`src/rtl/imem_arb_pkg.sv`:
```
// Shared encodings for the instruction-memory port arbiter.
// FSM states and the read-return source tag.
package imem_arb_pkg;

    typedef enum logic [1:0] {
        ARB   = 2'd0,
        DRAIN = 2'd1,
        BIST  = 2'd2
    } arb_state_t;

    typedef enum logic [1:0] {
        SRC_NONE  = 2'd0,
        SRC_FETCH = 2'd1,
        SRC_CNTLR = 2'd2
    } src_tag_t;

endpackage

```
`src/rtl/imem_arb_starve_cnt.sv`:
```
// Saturating count of consecutive denied fetch cycles.
// promote is high while the count sits at MAX.
module imem_arb_starve_cnt
    import imem_arb_pkg::*;
#(
    parameter int MAX = 8
) (
    input  logic clk,
    input  logic rst,
    input  logic inc,
    input  logic clr,
    output logic promote
);

    localparam int W = $clog2(MAX + 1);
    localparam logic [W-1:0] CMAX = W'(MAX);

    logic [W-1:0] cnt;

    always_ff @(posedge clk) begin
        if (rst || clr) begin
            cnt <= '0;
        end else if (inc && cnt != CMAX) begin
            cnt <= cnt + W'(1);
        end
    end

    assign promote = (cnt == CMAX);

endmodule

```
`src/rtl/imem_port_arbiter.sv`:
```
// Shares the single-port instruction SRAM among fetch, controller and BIST.
// Optional fetch starvation guard: define IMEM_ARB_STARVE_GUARD_EN.
module imem_port_arbiter
    import imem_arb_pkg::*;
#(
    parameter int ADDR_WIDTH = 11,
    parameter int DATA_WIDTH = 32,
    parameter int STARVE_MAX = 8
) (
    input  logic                  clk,
    input  logic                  rst,
    input  logic                  bist_en,
    output logic                  bist_own,
    input  logic                  bist_we,
    input  logic [ADDR_WIDTH-1:0] bist_addr,
    input  logic [DATA_WIDTH-1:0] bist_wdata,
    output logic [DATA_WIDTH-1:0] bist_rdata,
    input  logic                  fetch_req,
    input  logic [ADDR_WIDTH-1:0] fetch_addr,
    output logic                  fetch_gnt,
    output logic                  fetch_rvalid,
    output logic [DATA_WIDTH-1:0] fetch_rdata,
    input  logic                  cntlr_wr,
    input  logic [ADDR_WIDTH-1:0] cntlr_waddr,
    input  logic [DATA_WIDTH-1:0] cntlr_wr_data,
    output logic                  cntlr_wr_gnt,
    input  logic                  cntlr_rd,
    input  logic [ADDR_WIDTH-1:0] cntlr_raddr,
    output logic                  cntlr_rd_gnt,
    output logic                  cntlr_rd_valid,
    output logic [DATA_WIDTH-1:0] cntlr_rd_data,
    output logic                  mem_en,
    output logic                  mem_we,
    output logic [ADDR_WIDTH-1:0] mem_addr,
    output logic [DATA_WIDTH-1:0] mem_wdata,
    input  logic [DATA_WIDTH-1:0] mem_rdata
);

    arb_state_t state;
    src_tag_t   tag_q;
    logic       bist_own_q;
    logic       arb_ok;
    logic       bist_act;
    logic       fetch_hi;
    logic       wr_gnt;
    logic       rd_gnt;
    logic       f_gnt;

    assign arb_ok   = !rst && state == ARB && !bist_en;
    assign bist_act = !rst && bist_own_q;

`ifdef IMEM_ARB_STARVE_GUARD_EN
    logic promote;

    imem_arb_starve_cnt #(
        .MAX (STARVE_MAX)
    ) u_starve (
        .clk     (clk),
        .rst     (rst),
        .inc     (fetch_req && !f_gnt),
        .clr     (!fetch_req || f_gnt || state != ARB),
        .promote (promote)
    );

    assign fetch_hi = promote && fetch_req;
`else
    logic unused_starve;
    assign unused_starve = (STARVE_MAX == 0);
    assign fetch_hi      = 1'b0;
`endif

    assign wr_gnt = arb_ok && cntlr_wr && !fetch_hi;
    assign rd_gnt = arb_ok && cntlr_rd && !cntlr_wr && !fetch_hi;
    assign f_gnt  = arb_ok && fetch_req
                  && (fetch_hi || (!cntlr_wr && !cntlr_rd));

    assign cntlr_wr_gnt = wr_gnt;
    assign cntlr_rd_gnt = rd_gnt;
    assign fetch_gnt    = f_gnt;

    always_ff @(posedge clk) begin
        if (rst) begin
            state      <= ARB;
            bist_own_q <= 1'b0;
            tag_q      <= SRC_NONE;
        end else begin
            unique case (state)
                ARB: begin
                    if (bist_en) state <= DRAIN;
                end
                DRAIN: begin
                    state      <= BIST;
                    bist_own_q <= 1'b1;
                end
                BIST: begin
                    if (!bist_en) begin
                        state      <= ARB;
                        bist_own_q <= 1'b0;
                    end
                end
                default: begin
                    state      <= ARB;
                    bist_own_q <= 1'b0;
                end
            endcase
            tag_q <= f_gnt  ? SRC_FETCH :
                     rd_gnt ? SRC_CNTLR : SRC_NONE;
        end
    end

    always_comb begin
        mem_en    = 1'b0;
        mem_we    = 1'b0;
        mem_addr  = '0;
        mem_wdata = '0;
        unique case (1'b1)
            bist_act: begin
                mem_en    = 1'b1;
                mem_we    = bist_we;
                mem_addr  = bist_addr;
                mem_wdata = bist_wdata;
            end
            wr_gnt: begin
                mem_en    = 1'b1;
                mem_we    = 1'b1;
                mem_addr  = cntlr_waddr;
                mem_wdata = cntlr_wr_data;
            end
            rd_gnt: begin
                mem_en   = 1'b1;
                mem_addr = cntlr_raddr;
            end
            f_gnt: begin
                mem_en   = 1'b1;
                mem_addr = fetch_addr;
            end
            default: begin
                mem_en = 1'b0;
            end
        endcase
    end

    // A return tag left over when rst lands is dropped, not replayed.
    assign fetch_rvalid   = !rst && tag_q == SRC_FETCH;
    assign cntlr_rd_valid = !rst && tag_q == SRC_CNTLR;
    assign fetch_rdata    = fetch_rvalid ? mem_rdata : '0;
    assign cntlr_rd_data  = cntlr_rd_valid ? mem_rdata : '0;
    assign bist_rdata     = mem_rdata;
    assign bist_own       = bist_own_q;

endmodule

```
`config.mk`:
```
export PLATFORM = sky130hd
export DESIGN_NAME = imem_port_arbiter
export DESIGN_NICKNAME = d
export VERILOG_FILES = /design/src/rtl/imem_arb_pkg.sv /design/src/rtl/imem_arb_starve_cnt.sv /design/src/rtl/imem_port_arbiter.sv
export SDC_FILE = /design/constraint.sdc
export NUM_CORES = 1
export LEC_CHECK = 0
export ABC_AREA = 1
export CORE_AREA = 2 2 115 117
export CTS_BUF_LIST = sky130_fd_sc_hd__clkbuf_8
export DETAILED_ROUTE_END_ITERATION = 8
export DIE_AREA = 0 0 117 119
export SLEW_MARGIN = 20
export SYNTH_ARGS = -nofsm -noshare
export SYNTH_HDL_FRONTEND = slang
export SYNTH_SLANG_ARGS = --single-unit
```
`constraint.sdc`:
```
create_clock -name clk -period 1.6 [get_ports clk]
set_clock_uncertainty 0.05 [all_clocks]
set_input_delay 0.24 -clock clk [delete_from_list [all_inputs] [get_ports clk]]
set_output_delay 0.24 -clock clk [all_outputs]
set_load 0.02 [all_outputs]
```
==> images/m2.png <==
Bar = 20 um. Cells faint in the background.
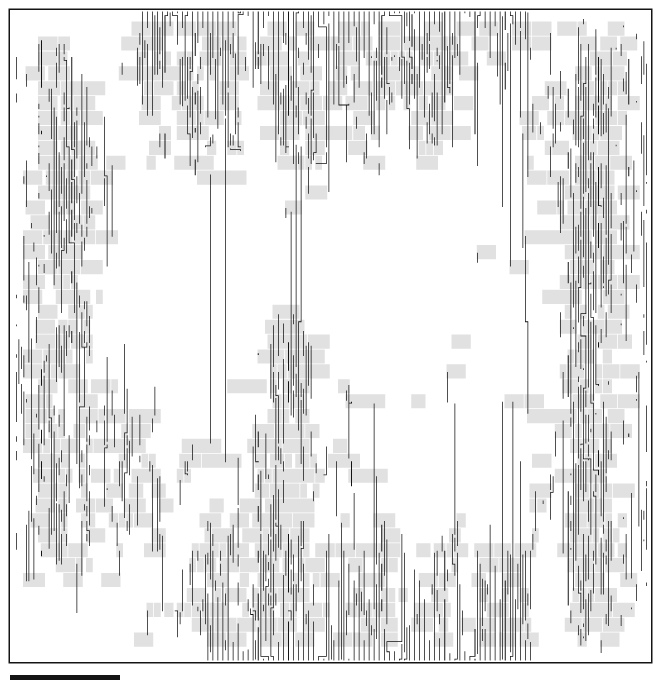
wire length on this layer: 6,300 um
nets with wire on the layer: 696
share of all routed wire: 56%
longest straight run: 62.6 um
main direction: vertical
Routed WL: 11,300 um
routed via count: 3,355
global-route track usage on met2: 26.0%

==> images/closeup.png <==
Bar = 10 um. Window x 38 to 78, y 16 to 56 um. Cells in grey, sequential cells in the stronger grey; small squares are vias.
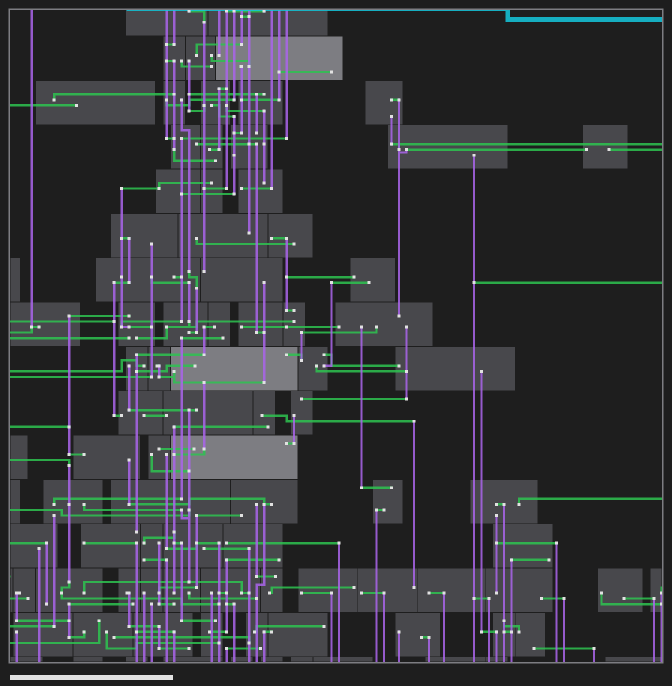
legend:
  M1:
    colour: green
  M3:
    colour: cyan
  M2:
    colour: purple
sequential cells in the window: 3
cells with their middle in the window: 75
most frequent: buf_4 (11), inv_1 (9), clkdlybuf4s50_1 (8)
netlist names of flops here include: tag_q (2), state (1)

==> Changelog: implementation <==
### Implementation results

* Post-Synth XOR/XNOR Area at 0%
* Multiplexer share at 0%
* Max-area cell share at ~22%
* Inverters at slightly above 70
* Worst-margin pin slew at around 0.36 ns
* Run status: complete, but fails checks
* Non-clock buffer count at about 330
* Drt drc at 0
* Setup ws final at -0.212 ns
* Worst R2R Path Depth at 5
* Vias/cell at 4.00
* CP Launch Type: flip-flop
* Synth top cell by count: nor2_1
* Die H at ~120 um
* Worst Path Arrival at 1.52 ns
* Crit Reg-Reg Startpoint: state[0]
* Combinational share of power at roughly 77%
* WP depth at 8
* Violated checks: negative setup slack
* Top cell category: non-clock buffers
* Hold WC Path Type: input pin to flip-flop
* Post-layout period usage at 113%
* Final setup fails at ~45
* Flip-flops with a built-in enable at 0
* Final hold violations at 0
* Clk power at 223 uW
* FMAX at 0.552 GHz
## flip-flops by register name, indices dropped and copies added (netlist names)
register and cells:
tag_q 2, bist_own 1, state 2
## per-layer routing
| layer | up-vias | share of wire, % |
|---|---|---|
| met3 | 6 | 8.9 |
| met1 | 1526 | 35 |
| met5 | - | 0 |
| li1 | 1659 | - |
| met4 | 0 | 0.63 |
| met2 | 164 | 56 |
## layout by cell type (no fill, tap or decap), types with 19 or more instances in the layout
cell type and count:
clkdlybuf4s50_1 142, inv_1 68, nor2_4 31, buf_6 71
dlygate4sd2_1 36, buf_4 31, nand3_1 34, buf_2 33
nor2_1 63, nand2_2 19, nand2_1 44
Power and IR drop assume default switching activity.
